**src/rtl/vliw_pipe_pkg.sv**
```systemverilog
// Shared definitions for the two-slot VLIW front end: NOP encoding, controller
// states, default PC step and the stall_len encoding.
package vliw_pipe_pkg;

  localparam logic [31:0] NOP_INSTR = '0;
  localparam int unsigned PC_INC_DEF = 8;
  localparam int unsigned STALL_LEN_W = 2;

  typedef enum logic {RUN, STALL} fetch_state_t;
  typedef logic [STALL_LEN_W-1:0] stall_len_t;

  // stall_len 0 means one cycle; returns the cycles remaining after the first.
  function automatic stall_len_t stall_extra(input stall_len_t len);
    return (len == '0) ? '0 : stall_len_t'(len - 1'b1);
  endfunction

endpackage

```
**src/rtl/fetch_stall_ctrl_pc_reg.sv**
```systemverilog
// Program counter with next-PC mux: hold, sequential advance or redirect.
module pc_reg #(
  parameter int unsigned AW     = 32,
  parameter int unsigned PC_INC = 8
) (
  input  logic          clk,
  input  logic          rst,
  input  logic          pc_write,
  input  logic          load_target,
  input  logic [AW-1:0] target,
  output logic [AW-1:0] pc
);

  always_ff @(posedge clk or posedge rst) begin
    if (rst) begin
      pc <= '0;
    end else if (pc_write) begin
      pc <= load_target ? target : pc + AW'(PC_INC);
    end
  end

endmodule

```
**src/rtl/fetch_stall_ctrl.sv**
```systemverilog
// Front-end controller: owns PC and the IF/ID bundle register, turns stall
// requests into held cycles plus ID/EX bubbles, and applies branch flushes.
module fetch_stall_ctrl
  import vliw_pipe_pkg::*;
#(
  parameter int unsigned AW     = 32,
  parameter int unsigned IW     = 32,
  parameter int unsigned PC_INC = PC_INC_DEF
) (
  input  logic          clk,
  input  logic          rst,
  input  logic          stall_req,
  input  logic [1:0]    stall_len,
  input  logic          flush_req,
  input  logic [AW-1:0] flush_target,
  input  logic [IW-1:0] if_instr_p1,
  input  logic [IW-1:0] if_instr_p2,
  output logic [AW-1:0] pc,
  output logic [IW-1:0] id_instr_p1,
  output logic [IW-1:0] id_instr_p2,
  output logic          id_valid,
  output logic          pc_write,
  output logic          if_id_write,
  output logic          id_ex_bubble,
  output logic          stall_active,
  output logic [1:0]    stall_cnt
);

  fetch_state_t state, next_state;
  stall_len_t   next_cnt;
  stall_len_t   extra;

  assign extra        = stall_extra(stall_len);
  assign stall_active = (state == STALL);

  // Control outputs are combinational so ID/EX bubbles in the hazard cycle.
  always_comb begin
    next_state   = state;
    next_cnt     = stall_cnt;
    pc_write     = 1'b1;
    if_id_write  = 1'b1;
    id_ex_bubble = 1'b0;
    if (rst) begin
      pc_write     = 1'b0;
      if_id_write  = 1'b0;
      id_ex_bubble = 1'b1;
    end else if (flush_req) begin
      id_ex_bubble = 1'b1;
      next_state   = RUN;
      next_cnt     = '0;
    end else if (state == STALL) begin
      pc_write     = 1'b0;
      if_id_write  = 1'b0;
      id_ex_bubble = 1'b1;
      next_cnt     = stall_cnt - 2'd1;
      if (stall_cnt <= 2'd1) next_state = RUN;
    end else if (stall_req) begin
      pc_write     = 1'b0;
      if_id_write  = 1'b0;
      id_ex_bubble = 1'b1;
      next_cnt     = extra;
      next_state   = (extra != '0) ? STALL : RUN;
    end
  end

  always_ff @(posedge clk or posedge rst) begin
    if (rst) begin
      state     <= RUN;
      stall_cnt <= '0;
    end else begin
      state     <= next_state;
      stall_cnt <= next_cnt;
    end
  end

  always_ff @(posedge clk or posedge rst) begin
    if (rst) begin
      id_instr_p1 <= IW'(NOP_INSTR);
      id_instr_p2 <= IW'(NOP_INSTR);
      id_valid    <= 1'b0;
    end else if (if_id_write) begin
      if (flush_req) begin
        id_instr_p1 <= IW'(NOP_INSTR);
        id_instr_p2 <= IW'(NOP_INSTR);
        id_valid    <= 1'b0;
      end else begin
        id_instr_p1 <= if_instr_p1;
        id_instr_p2 <= if_instr_p2;
        id_valid    <= 1'b1;
      end
    end
  end

  pc_reg #(
    .AW     (AW),
    .PC_INC (PC_INC)
  ) u_pc_reg (
    .clk         (clk),
    .rst         (rst),
    .pc_write    (pc_write),
    .load_target (flush_req),
    .target      (flush_target),
    .pc          (pc)
  );

endmodule

```
**config.mk**
```make
export PLATFORM = sky130hd
export DESIGN_NAME = fetch_stall_ctrl
export DESIGN_NICKNAME = d
export VERILOG_FILES = /design/src/rtl/vliw_pipe_pkg.sv /design/src/rtl/fetch_stall_ctrl_pc_reg.sv /design/src/rtl/fetch_stall_ctrl.sv
export SDC_FILE = /design/constraint.sdc
export NUM_CORES = 1
export LEC_CHECK = 0
export CORE_ASPECT_RATIO = 0.8
export CORE_MARGIN = 2
export CORE_UTILIZATION = 38
export DETAILED_ROUTE_END_ITERATION = 10
export PLACE_DENSITY = 0.79
export SKIP_LAST_GASP = 1
export SYNTH_ARGS = -nofsm -noshare
export SYNTH_HDL_FRONTEND = slang
export SYNTH_HIERARCHICAL = 1
export SYNTH_SLANG_ARGS = --single-unit
```
**constraint.sdc**
```tcl
create_clock -name clk -period 3.75 [get_ports clk]
set_input_delay 0.75 -clock clk [delete_from_list [all_inputs] [get_ports clk]]
set_output_delay 0.75 -clock clk [all_outputs]
set_load 0.03 [all_outputs]
```
m1.png
Drawn at 3 px/um. Supply wires on this layer in gray.
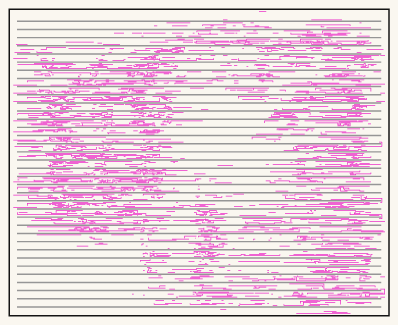
longest straight run: 33.1 um
share of all routed wire: 43%
nets with wire on the layer: 630
total number of vias: 4319
DRT Wirelength: 14100 um
met1 Usage GRT: 0.297

closeup.png
Window x 48 to 78, y 56 to 86 um. Cells in gray, sequential cells in the stronger gray; small squares are vias.
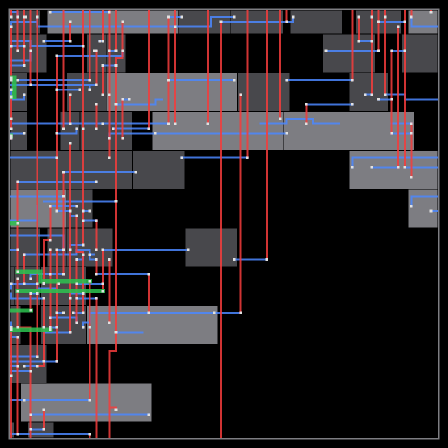
| layer | color |
|---|---|
| M2 | red |
| M3 | green |
| M1 | blue |
netlist names of flops here include: u_pc_reg/pc (4), id_instr_p1 (2)
cells with their middle in the window: 35
sequential cells in the window: 7
most frequent: clkdlybuf4s50_1 (8), dfrtp_1 (7), a22o_1 (3)

==> flow_metrics.py <==
# Physical implementation metrics
metrics = {
    "outcome": {
        "status": "finished, final reports clean",
    },
    "clocking": {
        "post_cts_resized": 0,
        "clk_pin_slew_ns": 0.07,
        "cts.sinks": 100,
        "hold_buffers": 0,
        "ctsRootBufferMaster": "clkbuf_16",
        "tritoncts": "built",
        "postCtsSetupBuffers": 0,
        "clock_latency_ns": 0.34,
        "cts_made_buffers": 9,
        "clockBufferDepth": 2,
        "cts.htree.levels": 3,
    },
    "routing": {
        "wl_met2_um": 6690,
        "wl_per_cell_um": 18.5,
        "ant_nets": 0,
        "wl_met3_um": 1100,
        "firstDrtPassIters": 6,
        "via_per_inst": 5.65,
        "dr.max_layer_used": "met4",
        "remaining_drc_errors": 0,
        "drt_iter0_markers": 406,
        "wl_met1_um": 6110,
    },
    "cells_and_area": {
        "clkCellAreaFrac": 0.0414,
        "nFillCells": 955,
        "comb.multi_input.count": 274,
        "nNonClkBuffers": 210,
        "inverters_excl_clock": 16,
        "logic_area_mm2": 0.00182,
        "buf_share": 0.300,
        "seq_share": 0.360,
        "area_growth_pct": 53.2,
        "num_antenna_cells": 0,
        "drive_gt1_frac": 0.0536,
        "lay_top_cells": "clkdlybuf4s50_1 (203), dfrtp_1 (100), a22o_1 (71)",
        "ff_count": 100,
        "nClkBuffers": 12,
        "layout.nets": 715,
        "flop_area_mm2": 0.00250,
        "dominant-cell-class": "registers",
    },
    "global_route": {
        "busiest_layer": "met2",
        "antenna_found_initial": 0,
        "grt_pass1_wl_um": 22400,
        "use_met2": 0.350,
        "met3_usage": 0.0634,
        "overflow": 0,
        "grt_max_degree": 71,
        "grt_usage": 0.220,
        "grt_pass1_vias": 4193,
    },
    "die": {
        "chipArea_mm2": 0.0128,
        "dieHeight_um": 102,
        "ios": 205,
        "core_area_mm2": 0.0116,
        "rows": 35,
        "fp_util": 0.392,
        "die_x_um": 126,
        "taps": 148,
    },
    "synthesis": {
        "ys.flops": 100,
        "syn_area_mm2": 0.00453,
        "syn_avg_cell_area_um2": 10.7,
        "synth.yosys.seq_area_share": 0.552,
        "netlist_instances": 422,
        "ys.flop_type": "dfrtp_1",
        "ys_cells": 422,
        "ys_warn_count": 6,
        "aoi_share": 0.246,
        "area_leaders": "dfrtp_1 (55%), a22o_1 (14%), nand2_1 (3.3%)",
        "edf_count": 0,
        "yosys.area_share.simple": 0.140,
        "syn_nets": 526,
        "ys_sh_xor": 0,
        "mux_share": 0.00690,
        "yosysMostFrequentCell": "dfrtp_1",
        "ys_area_mm2": 0.00453,
        "common_cells": "dfrtp_1 (100), a22o_1 (71), nand2_1 (40), nor2_1 (24), a21oi_1 (18)",
        "synth_cell_types": 55,
        "adder_share": 0.00552,
        "netlist_logic_family_top": "AND-OR/OR-AND gates",
        "async_flop_share": 1.00,
        "synth_area_leader_cell": "dfrtp_1",
        "top_area_frac": 0.552,
    },
    "pwr": {
        "pg_comb_mw": 0.968,
        "combPwrFrac": 0.302,
        "p_seq_mw": 1.35,
        "swShare": 0.334,
        "top_power_group": "sequential cells",
        "p_switching_mw": 1.07,
        "vdd_drop_max_uv": 257,
        "p_per_area_mw_per_mm2": 461,
        "p_int_mw": 2.13,
        "p_clk_mw": 0.889,
        "power.leakage_nw": 2.90,
        "pwr-share-seq": 0.421,
        "pwr-share-clk": 0.277,
    },
    "final_timing": {
        "fin_worst_skew_ns": 0.00541,
        "drv_slew": 0,
        "fin_setup_tns_ns": 0,
        "relSlewSlack": 0.418,
        "setup_viol": 0,
        "worst_pin_slew_ns": 0.872,
        "hold_viol": 0,
        "layout_min_cycle_time_ns": 3.18,
        "fin_crit_sh": 0.849,
        "rsz0062_at_grt": "no",
        "fmaxAchievable_mhz": 314,
    },
    "setup_path": {
        "slowest_delay_ns": 0.70,
        "cp.required_ns": 3.00,
        "timing.rr.start": "u_pc_reg/pc[4]",
        "crit_arrival_ns": 2.43,
        "ff2ff_setup_slack_ns": 1.20,
        "crit_path_end_kind": "output port",
        "path_buffers": 4,
        "critPathMaxFanout": 7,
        "path_delay_family": "buffers and inverters",
        "crit_start": "rst",
        "slowest_stage": "clkdlybuf4s50_1",
        "startpoint_type": "input pin",
        "crit_top_cell": "clkdlybuf4s50_1",
        "path_cells": "clkdlybuf4s50_1 -> clkinvlp_4 -> o21ai_4 -> inv_1 -> clkdlybuf4s50_1",
        "crit_type": "in -> out",
    },
    "hold_path": {
        "hold_path.startpoint": "id_valid",
        "hp-class": "reg -> reg",
    },
    "job": {
        "warnings": 26,
        "drv_cap": 0,
    },
    "placed_design": {
        "routabilityCongestion": 0.874,
        "port_buffers": 204,
        "dp.cells": 748,
        "hpwl_um": 9890,
    },
}
gates.png
Drawn at 4 px/um.
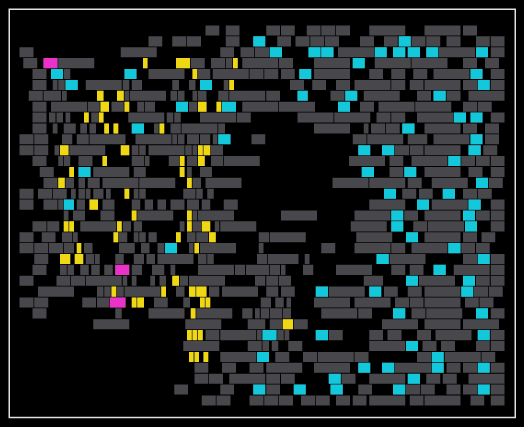
| family | color | cells | most used |
|---|---|---|---|
| non-inverting ao/oa cells | cyan | 77 | a22o_1 |
| nand cells | yellow | 60 | nand2_1 |
| mux cells | magenta | 3 | mux2i_1 |
post-route insts no fill: 764
commonest non-fill, non-tap cell in the layout: clkdlybuf4s50_1
Comb area share: 0.263

==> through the flow <==
stage	worst slack, ns	util	power (mW)	hold slack (ns)	area [um^2]
after global routing	0.460	0.601	3.35	0.504	6940
final	0.566	0.601	3.20	0.484	6940
after CTS	0.547	0.601	3.23	0.485	6940
after floorplan	0.0998	-	1.86	0.650	4540
after detailed placement	0.546	0.576	2.33	0.470	6660
after global placement	0.567	0.576	2.31	0.461	6660
==> final timing paths <==
path / end / cells past startpoint
max: pc_write / 5
min: id_valid / 1
max reg2reg: u_pc_reg/pc[31] / 6
min reg2reg: id_valid / 1
max in group asynchronous: id_instr_p2[1] / 3
min in group asynchronous: u_pc_reg/pc[2] / 3
Power and IR drop assume default switching activity.
